===== config.mk =====
export PLATFORM = sky130hd
export DESIGN_NAME = int_request_ctrl
export DESIGN_NICKNAME = d
export VERILOG_FILES = /design/src/rtl/int_request_ctrl_pkg.sv /design/src/rtl/int_request_ctrl_irq_sync_edge.sv /design/src/rtl/int_request_ctrl.sv
export SDC_FILE = /design/constraint.sdc
export NUM_CORES = 1
export LEC_CHECK = 0
export CAP_MARGIN = 20
export CORE_MARGIN = 4
export CORE_UTILIZATION = 35
export DETAILED_ROUTE_END_ITERATION = 10
export GPL_ROUTABILITY_DRIVEN = 0
export PLACE_DENSITY_LB_ADDON = 0.15
export SLEW_MARGIN = 20
export SYNTH_ARGS = -nofsm -noshare
export SYNTH_HDL_FRONTEND = slang
export SYNTH_SLANG_ARGS = --single-unit

===== constraint.sdc =====
create_clock -name clk -period 3.44 [get_ports clk]
set_clock_uncertainty 0.1 [all_clocks]
set_input_delay 0.344 -clock clk [delete_from_list [all_inputs] [get_ports clk]]
set_output_delay 0.344 -clock clk [all_outputs]
set_load 0.1 [all_outputs]

===== src/rtl/int_request_ctrl_pkg.sv =====
`default_nettype none
// ============================================================================
// Module   : int_request_ctrl_pkg
// Purpose  : Shared FSM encoding, parameter defaults and width helper
// Revision : 1.0
// ============================================================================
package int_request_ctrl_pkg;

    localparam int STATE_W = 2;

    localparam logic [STATE_W-1:0] C_ST_IDLE    = 2'b00;
    localparam logic [STATE_W-1:0] C_ST_REQ     = 2'b01;
    localparam logic [STATE_W-1:0] C_ST_SERVICE = 2'b10;

    typedef enum logic [STATE_W-1:0] {
        IDLE    = C_ST_IDLE,
        REQ     = C_ST_REQ,
        SERVICE = C_ST_SERVICE
    } state_e;

    localparam int          NUM_IRQ_DEF     = 8;
    localparam int          SYNC_STAGES_DEF = 2;
    localparam logic [31:0] VEC_BASE_DEF    = 32'h0000_0004;
    localparam logic [31:0] VEC_STRIDE_DEF  = 32'h0000_0004;

    function automatic int cause_width(input int n);
        return (n > 1) ? $clog2(n) : 1;
    endfunction

    localparam int CAUSE_W = cause_width(NUM_IRQ_DEF);

endpackage
`default_nettype wire


===== src/rtl/int_request_ctrl_irq_sync_edge.sv =====
`default_nettype none
// ============================================================================
// Module   : irq_sync_edge
// Purpose  : One IRQ line: multi-flop synchroniser plus rising-edge pulse
// Revision : 1.0
// ============================================================================
module irq_sync_edge
    import int_request_ctrl_pkg::*;
#(
    parameter int SYNC_STAGES = SYNC_STAGES_DEF
) (
    input  logic clk,
    input  logic reset,
    input  logic irq,
    output logic rise
);

    logic [SYNC_STAGES-1:0] r_sync;
    logic                   r_prev;

    always_ff @(posedge clk or negedge reset) begin
        if (!reset) begin
            r_sync <= '0;
            r_prev <= 1'b0;
        end else begin
            r_sync <= {r_sync[SYNC_STAGES-2:0], irq};
            r_prev <= r_sync[SYNC_STAGES-1];
        end
    end

    assign rise = r_sync[SYNC_STAGES-1] & ~r_prev;

endmodule
`default_nettype wire


===== src/rtl/int_request_ctrl.sv =====
`default_nettype none
// ============================================================================
// Module   : int_request_ctrl
// Purpose  : Synchronise/latch IRQ lines and present one prioritised request
// Revision : 1.0
// ============================================================================
module int_request_ctrl
    import int_request_ctrl_pkg::*;
#(
    parameter int          NUM_IRQ     = NUM_IRQ_DEF,
    parameter int          SYNC_STAGES = SYNC_STAGES_DEF,
    parameter logic [31:0] VEC_BASE    = VEC_BASE_DEF,
    parameter logic [31:0] VEC_STRIDE  = VEC_STRIDE_DEF
) (
    input  logic                            clk,
    input  logic                            reset,
    input  logic [NUM_IRQ-1:0]              irq_in,
    input  logic [NUM_IRQ-1:0]              int_mask,
    input  logic                            int_en,
    input  logic                            int_ack,
    input  logic                            rfe,
    output logic                            INT,
    output logic [cause_width(NUM_IRQ)-1:0] cause_id,
    output logic [31:0]                     vector_pc,
    output logic                            in_service,
    output logic [NUM_IRQ-1:0]              pending
);

    localparam int CW = cause_width(NUM_IRQ);

    logic [NUM_IRQ-1:0] w_rise;
    logic [NUM_IRQ-1:0] w_req;
    logic [NUM_IRQ-1:0] w_clr;
    logic [CW-1:0]      w_enc;
    logic               w_found;

    state_e             r_state;
    state_e             w_state_nxt;
    logic               r_int;
    logic               w_int_nxt;
    logic [CW-1:0]      r_cause;
    logic [CW-1:0]      w_cause_nxt;
    logic               r_insvc;
    logic               w_insvc_nxt;
    logic [NUM_IRQ-1:0] r_pending;

    for (genvar g = 0; g < NUM_IRQ; g++) begin : g_sync
        irq_sync_edge #(
            .SYNC_STAGES (SYNC_STAGES)
        ) u_sync (
            .clk   (clk),
            .reset (reset),
            .irq   (irq_in[g]),
            .rise  (w_rise[g])
        );
    end

    assign w_req = r_pending & int_mask;

    // Lowest index wins
    always_comb begin
        w_enc   = '0;
        w_found = 1'b0;
        for (int i = 0; i < NUM_IRQ; i++) begin
            if (w_req[i] && !w_found) begin
                w_enc   = CW'(i);
                w_found = 1'b1;
            end
        end
    end

    always_comb begin
        w_state_nxt = r_state;
        w_int_nxt   = r_int;
        w_cause_nxt = r_cause;
        w_insvc_nxt = r_insvc;
        w_clr       = '0;
        case (r_state)
            IDLE: begin
                if (int_en && (|w_req)) begin
                    w_state_nxt = REQ;
                    w_int_nxt   = 1'b1;
                    w_cause_nxt = w_enc;
                end
            end
            REQ: begin
                if (int_ack) begin
                    w_clr       = {{(NUM_IRQ-1){1'b0}}, 1'b1} << r_cause;
                    w_int_nxt   = 1'b0;
                    w_insvc_nxt = 1'b1;
                    w_state_nxt = SERVICE;
                end
            end
            SERVICE: begin
                if (rfe) begin
                    w_insvc_nxt = 1'b0;
                    w_state_nxt = IDLE;
                end
            end
            default: begin
                w_state_nxt = IDLE;
                w_int_nxt   = 1'b0;
                w_insvc_nxt = 1'b0;
            end
        endcase
    end

    // A fresh edge on the acknowledged line survives the clear
    always_ff @(posedge clk or negedge reset) begin
        if (!reset) begin
            r_state   <= IDLE;
            r_int     <= 1'b0;
            r_cause   <= '0;
            r_insvc   <= 1'b0;
            r_pending <= '0;
        end else begin
            r_state   <= w_state_nxt;
            r_int     <= w_int_nxt;
            r_cause   <= w_cause_nxt;
            r_insvc   <= w_insvc_nxt;
            r_pending <= (r_pending & ~w_clr) | w_rise;
        end
    end

    assign INT        = r_int;
    assign cause_id   = r_cause;
    assign in_service = r_insvc;
    assign pending    = r_pending;
    assign vector_pc  = VEC_BASE + ({{(32-CW){1'b0}}, r_cause} * VEC_STRIDE);

endmodule
`default_nettype wire


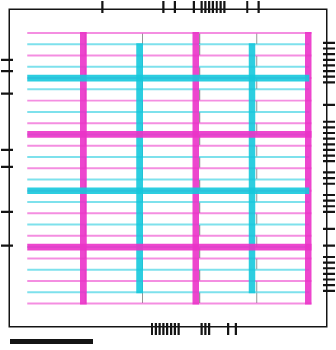
Figure 1: run 1, supply network.
Scale bar: 20 µm. Pins as bars on the die edge. Tap cells in gray.
- magenta: VSS
- cyan: VDD
- rows: 24
- met5 straps: 4
- met4 straps: 5
- met1 rails: 25
Core Footprint: 4440 µm²
Die H: 76.3 µm
Die Wd: 76.3 µm

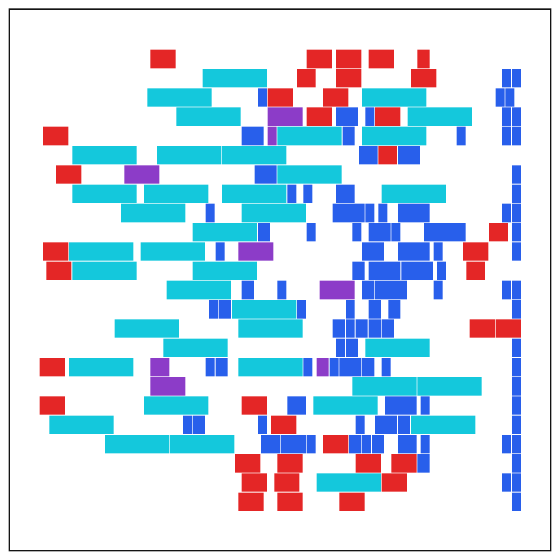
Figure 2: run 1, cell classes on the final placement.
- purple: clock drivers and dummy loads (cells 8; share of their area 4.3%)
- red: other buffers and delay cells (cells 37; share of their area 18%)
- blue: all other logic (cells 102; share of their area 28%)
- cyan: flip-flops (cells 39; share of their area 50%)

==> run summary, run 1 <==
Comb/total area: 0.246
Met3 wire length: 232 µm
Drt pass-1 iters: 5
Setup ws final: 1080 ps
Seq/Total Area, Yosys: 0.598
Logic area: 498 µm²
Hold Path Class: input port to asynchronous set/reset pin
Postcts setup bufs: 0
Post-Place Cell Area: 1940 µm²
Die area: 5820 µm²
Via density: 4.45
Clk latency late pin: 280 ps
Crit end category: output port
Inverter count: 13
CP max stage cell: clkdlybuf4s50_1
Most numerous cell in the Yosys netlist: dfrtp_1
Place WS: 1390 ps
Crit Path Class: flip-flop to output port
Initial DRC count: 58
Worst-margin pin slew: 979 ps
Post-cts resize count: 0
Outcome: finished, final reports clean
Max reg flops: 16
Commonest flop: dfrtp_1
Max-slew violation count: 0
Seq/total area: 0.481
Global-route met1 utilization: 0.118
Grt met2 use: 0.165
Yosys warnings: 0
Dominant comb cell: buffers and inverters
Max-cap violations: 0
Biggest register: g_sync.u_sync.r_sync
Avg WL per Cell: 12.0 µm
First-pass GRT wire length: 4650 µm
Vias in the first global route: 972
Clock Path Buffers: 2
Crit path buf inv count: 1
Yosys Instances: 143
Cell Type Count: 23
Placed cells: 230
RSZ-0062 raised after global routing: no
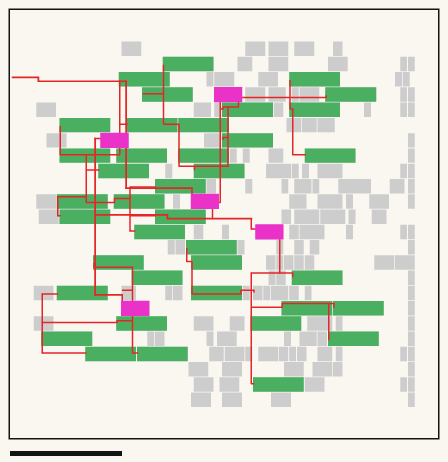
Figure 3: run 1, clock network drawn from the DEF.
Scale bar: 20 µm.
- magenta: cells driving clock nets (count 5)
- red: clock wires (length 449 µm)
- green: flip-flops (count 39)
- routed clock nets: 6

Figure 4. The clock network (run 1).
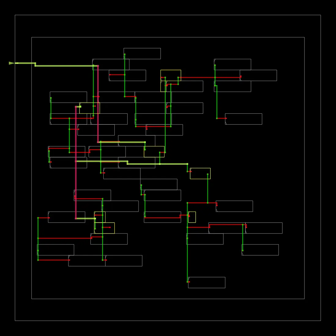

==> run 1 -> run 2 <==
==> constraint.sdc (replaced) <==
create_clock -name clk -period 2.45 [get_ports clk]
set_clock_uncertainty 0.1 [all_clocks]
set_input_delay 0.245 -clock clk [delete_from_list [all_inputs] [get_ports clk]]
set_output_delay 0.245 -clock clk [all_outputs]
set_load 0.1 [all_outputs]
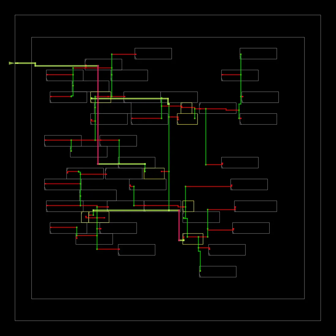
Figure 5: run 2, the clock network.
clk latency late pin: 290 ps
CTS Sinks: 39
clkbuf count: 5

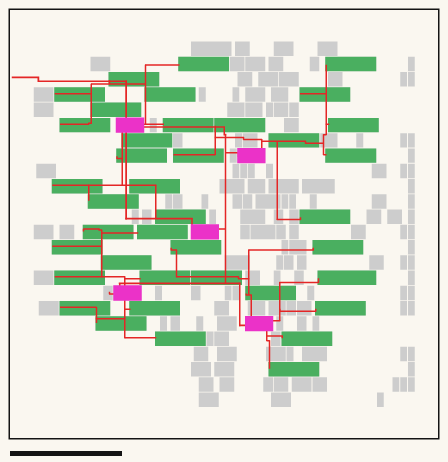
Figure 6: run 2, clock network drawn from the DEF.
Scale bar: 20 µm.
- magenta: cells driving clock nets (count 5)
- green: flip-flops (count 39)
- red: clock wires (length 474 µm)
- routed clock nets: 6

==> run summary, run 2 <==
Die H: 76.3 µm (unchanged)
Most numerous cell in the Yosys netlist: dfrtp_1
Clock Path Buffers: 2 (unchanged)
Logic area: 500 µm² (+0.50%)
CP max stage cell: dfrtp_4
Comb/total area: 0.246 (+0.000778)
Dominant comb cell: buffers and inverters
Initial DRC count: 70 (+21%)
Outcome: finished, final reports clean
Yosys warnings: 0 (unchanged)
Hold Path Class: flip-flop to flip-flop
Worst-margin pin slew: 835 ps (-144 ps)
RSZ-0062 raised after global routing: no
Avg WL per Cell: 11.8 µm (-1.2%)
Grt met2 use: 0.166 (+0.000879)
Die Wd: 76.3 µm (unchanged)
Setup ws final: 498 ps (-583 ps)
Post-Place Cell Area: 1930 µm² (-0.52%)
Inverter count: 13 (unchanged)
Seq/Total Area, Yosys: 0.598 (unchanged)
Crit path buf inv count: 2 (+1)
Seq/total area: 0.482 (+0.000959)
Max reg flops: 16 (unchanged)
Cell Type Count: 23 (unchanged)
Via density: 4.36 (-2.0%)
Die area: 5820 µm² (unchanged)
Crit Path Class: flip-flop to output port
Vias in the first global route: 995 (+2.4%)
Placed cells: 230 (unchanged)
